**config.mk**
```make
export PLATFORM = sky130hd
export DESIGN_NAME = c_split2_cache
export DESIGN_NICKNAME = d
export VERILOG_FILES = /design/src/rtl/c_split2_cache.sv
export SDC_FILE = /design/constraint.sdc
export NUM_CORES = 1
export LEC_CHECK = 0
export CORE_ASPECT_RATIO = 0.7
export CORE_UTILIZATION = 47
export CTS_CLUSTER_DIAMETER = 200
export CTS_CLUSTER_SIZE = 14
export DETAILED_ROUTE_END_ITERATION = 12
export GPL_ROUTABILITY_DRIVEN = 0
export PLACE_DENSITY = 0.78
export SLEW_MARGIN = 20
export SYNTH_ARGS = -nofsm -noshare
export SYNTH_HDL_FRONTEND = slang
export SYNTH_SLANG_ARGS = --single-unit
```
**constraint.sdc**
```tcl
create_clock -name clk -period 1.6 [get_ports clk]
set_input_delay 0.4 -clock clk [delete_from_list [all_inputs] [get_ports clk]]
set_output_delay 0.4 -clock clk [all_outputs]
set_load 0.05 [all_outputs]
```
**src/rtl/c_split2_cache.sv**
```systemverilog
// rtl/c_split2_cache.sv - clocked two-way token split for the cache control path
//
// Takes one drive/free token at a time from a single upstream sender. It
// routes each token to branch 0 or branch 1 using bit SEL_BIT of the token
// data, then holds it on that branch until the consumer returns free.
//
// Ports:
//   clk, rstn                 clock, asynchronous active-low reset
//   i_drive, i_data           upstream token pulse and its data
//   o_free                    pulse: input slot released, upstream may drive again
//   o_driveNext0/1, o_data0/1 per-branch token pulse and held data
//   i_freeNext0/1             per-branch consumer release pulse
//   o_cnt0/1                  per-branch delivered-token counters (wrapping)
//   o_err                     sticky flags: [0] overrun, [1]/[2] spurious free 0/1
module c_split2_cache #(
    parameter int DATA_WIDTH = 5,
    parameter int SEL_BIT    = DATA_WIDTH - 1,
    parameter int CNT_WIDTH  = 8
) (
    input  logic                  clk,
    input  logic                  rstn,
    input  logic                  i_drive,
    input  logic [DATA_WIDTH-1:0] i_data,
    output logic                  o_free,
    output logic                  o_driveNext0,
    output logic                  o_driveNext1,
    output logic [DATA_WIDTH-1:0] o_data0,
    output logic [DATA_WIDTH-1:0] o_data1,
    input  logic                  i_freeNext0,
    input  logic                  i_freeNext1,
    output logic [CNT_WIDTH-1:0]  o_cnt0,
    output logic [CNT_WIDTH-1:0]  o_cnt1,
    output logic [2:0]            o_err
);

    logic                  in_valid_q, in_valid_d;
    logic [DATA_WIDTH-1:0] in_reg_q,   in_reg_d;
    logic                  busy0_q,    busy0_d;
    logic                  busy1_q,    busy1_d;
    logic [DATA_WIDTH-1:0] data0_q,    data0_d;
    logic [DATA_WIDTH-1:0] data1_q,    data1_d;
    logic [CNT_WIDTH-1:0]  cnt0_q,     cnt0_d;
    logic [CNT_WIDTH-1:0]  cnt1_q,     cnt1_d;
    logic [2:0]            err_q,      err_d;
    logic                  free_q,     free_d;
    logic                  drive0_q,   drive0_d;
    logic                  drive1_q,   drive1_d;

    logic sel;
    logic ready0, ready1;
    logic xfer0,  xfer1;

    always_comb begin
        sel = in_reg_q[SEL_BIT];

        // A busy branch still accepts a refill on the edge its consumer frees it.
        ready0 = !busy0_q || i_freeNext0;
        ready1 = !busy1_q || i_freeNext1;

        // The held token only ever goes to its own branch: no bypass, no reorder.
        xfer0 = in_valid_q && !sel && ready0;
        xfer1 = in_valid_q &&  sel && ready1;

        in_valid_d = in_valid_q;
        in_reg_d   = in_reg_q;
        if (xfer0 || xfer1) begin
            in_valid_d = 1'b0;
        end
        // Capture only from EMPTY; a drive while FULL (even on the transfer
        // cycle) is an overrun and leaves in_reg untouched.
        if (!in_valid_q && i_drive) begin
            in_valid_d = 1'b1;
            in_reg_d   = i_data;
        end

        // Refill wins over free on the same edge, so busy stays set.
        busy0_d = busy0_q;
        if (i_freeNext0) busy0_d = 1'b0;
        if (xfer0)       busy0_d = 1'b1;
        busy1_d = busy1_q;
        if (i_freeNext1) busy1_d = 1'b0;
        if (xfer1)       busy1_d = 1'b1;

        data0_d = xfer0 ? in_reg_q : data0_q;
        data1_d = xfer1 ? in_reg_q : data1_q;

        cnt0_d = cnt0_q + {{(CNT_WIDTH-1){1'b0}}, xfer0};
        cnt1_d = cnt1_q + {{(CNT_WIDTH-1){1'b0}}, xfer1};

        err_d = err_q | {i_freeNext1 && !busy1_q,
                         i_freeNext0 && !busy0_q,
                         i_drive     &&  in_valid_q};

        free_d   = xfer0 || xfer1;
        drive0_d = xfer0;
        drive1_d = xfer1;
    end

    always_ff @(posedge clk or negedge rstn) begin
        if (!rstn) begin
            in_valid_q <= 1'b0;
            in_reg_q   <= '0;
            busy0_q    <= 1'b0;
            busy1_q    <= 1'b0;
            data0_q    <= '0;
            data1_q    <= '0;
            cnt0_q     <= '0;
            cnt1_q     <= '0;
            err_q      <= '0;
            free_q     <= 1'b0;
            drive0_q   <= 1'b0;
            drive1_q   <= 1'b0;
        end else begin
            in_valid_q <= in_valid_d;
            in_reg_q   <= in_reg_d;
            busy0_q    <= busy0_d;
            busy1_q    <= busy1_d;
            data0_q    <= data0_d;
            data1_q    <= data1_d;
            cnt0_q     <= cnt0_d;
            cnt1_q     <= cnt1_d;
            err_q      <= err_d;
            free_q     <= free_d;
            drive0_q   <= drive0_d;
            drive1_q   <= drive1_d;
        end
    end

    assign o_free       = free_q;
    assign o_driveNext0 = drive0_q;
    assign o_driveNext1 = drive1_q;
    assign o_data0      = data0_q;
    assign o_data1      = data1_q;
    assign o_cnt0       = cnt0_q;
    assign o_cnt1       = cnt1_q;
    assign o_err        = err_q;

endmodule

```
**Power grid**

Scale bar: 20 um. Pins as bars on the die edge.
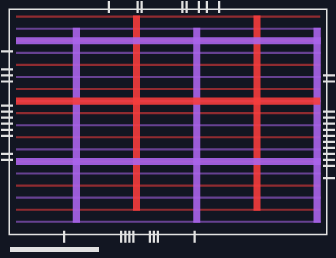
- red: VDD
- purple: VSS
- met5 straps: 3
- met1 rails: 18
- met4 straps: 5
- rows: 17
- signal pins: 42
CORE AREA: 0.00317 sq mm
Die X: 71.2 um
worst vdd ir: 1.81 mV
Chip Height: 50.5 um

**Clock routing**

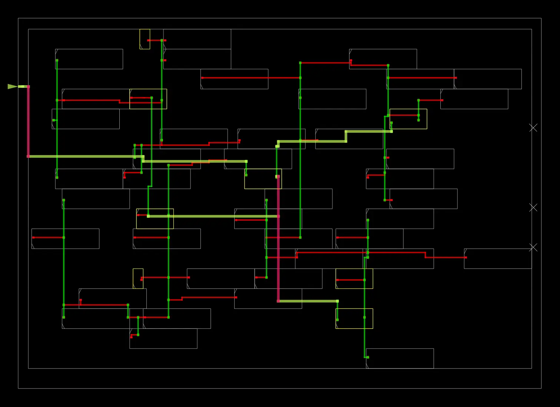
layout clock buffer count: 8
Fin Clk Skew: 0.00508 ns

**Placement by cell class**

Fill, decap, tap and diode cells in grey.
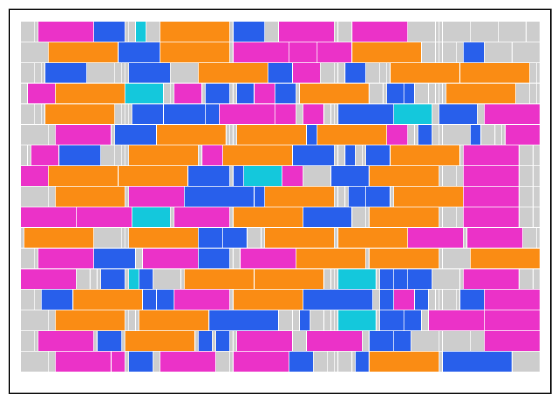
- blue: combinational and other logic (cells 63; share of their area 25%)
- magenta: remaining buffers and delay cells (cells 49; share of their area 32%)
- orange: sequential cells (cells 40; share of their area 40%)
- cyan: clock drivers and dummy loads (cells 8; share of their area 3.6%)
fin area: 0.00256 sq mm
Seq area share: 39.1%

**Metal layers overlaid**

Scale bar: 20 um. Only two layers are drawn.
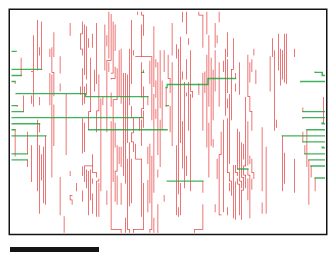
- red: metal 2 (wire length 1890 um)
- green: metal 3 (wire length 192 um)
Global Route Usage Sum: 22.5%
total wire length: 3560 um
wire length per cell: 18.0 um

==> out/results.tsv <==
metric	value	unit
final core occ	80.9	%
yosys stat area	0.00158	sq mm
FP Rows	17	
Top Consumer	combinational logic	
Logic power comb	3.08	mW
post-CTS sizing	11	
Max-area cell share	63.5	%
nets	173	
WL met3	191	um
Area Overhead vs Synth	62.5	%
Async SR Flop Fraction	100	%
worst skew pair latency	0.29	ns
setup TNS	0	ns
count leader, synth	dfrtp_1	
switching part of the total	41.2	%
top cells by area	dfrtp_1 63%, mux2_4 8.6%, xnor2_1 5.6%	
critical path startpoint	o_cnt1[1]	
CP Capture Type	output pin	
Setup violations, final	0	
Slew @ Worst Pin	0.431	ns
Detail Route met2 WL	1890	um
port bufs	41	
most frequent cells after synthesis	40 x dfrtp_1, 10 x nand3_1, 10 x xnor2_1	
Syn Inst Count	105	
CTS tree	done	
ANT cells	0	
worst path bufs/invs	1	
yosys adder share	3.17	%
bufs w/o clock	49	
largest cell class by area	registers	
Highest Signal Layer	met4	
XOR/XNOR Area Share	6.67	%
Int Pwr	3.35	mW
final std cells w/o fill	198	
number of remaining DRC errors	3	
crit-path max cell delay	0.53	ns
Synth cell types	20	
dpl ws	-0.442	ns
clock network fraction of design power	12.0	%
number of routed nets with antenna violations	0	
outcome	complete, but fails checks	
dpl cells	188	
Top cell excl fill/tap	dfrtp_1	
Gate power share	54.2	%
Slowest-stage cell, CP	dfrtp_1	
end of the critical path	o_cnt1[1]	
post-synth top area cell	dfrtp_1	
Basic Gates by Area	10.3	%
relative slew slack	71.2	%
number of enable flip-flop cells	0	
net count after synthesis	119	
RSZ-0062 raised after global routing	false	
global route hottest layer	met2	
crit path kind	reg2out	
Max H-tree Level	2	
failing checks	DRC	
Slew Limit Fails	0	
routing usage on met2	37.8	%
Hold Fails Final Rpt	0	
cell breakdown of the critical path	buf_12	
Post-Synth AOI/OAI Area	2.30	%
min Tclk post-route	1.40	ns
layout cell share with drive strength beyond 1	45.6	%
wl on met1	1440	um
first drt pass iteration count	8	
FF+latch count	40	
Root Buffer	clkbuf_8	
tool warnings	26	
WP depth	1	
met3 GRT Util	7.63	%
maxcap violations	0	
RR Endpoint	o_cnt0[7]	
final setup margin	0.196	ns
drt initial violations	22	
via count	1009	
nature of the critical path startpoint	register	
CP required	1.20	ns
area of the mapped netlist	0.00158	sq mm
CTS sink count	40	
FF-to-FF setup slack	0.21	ns
Power is estimated from default activity; no workload was simulated.
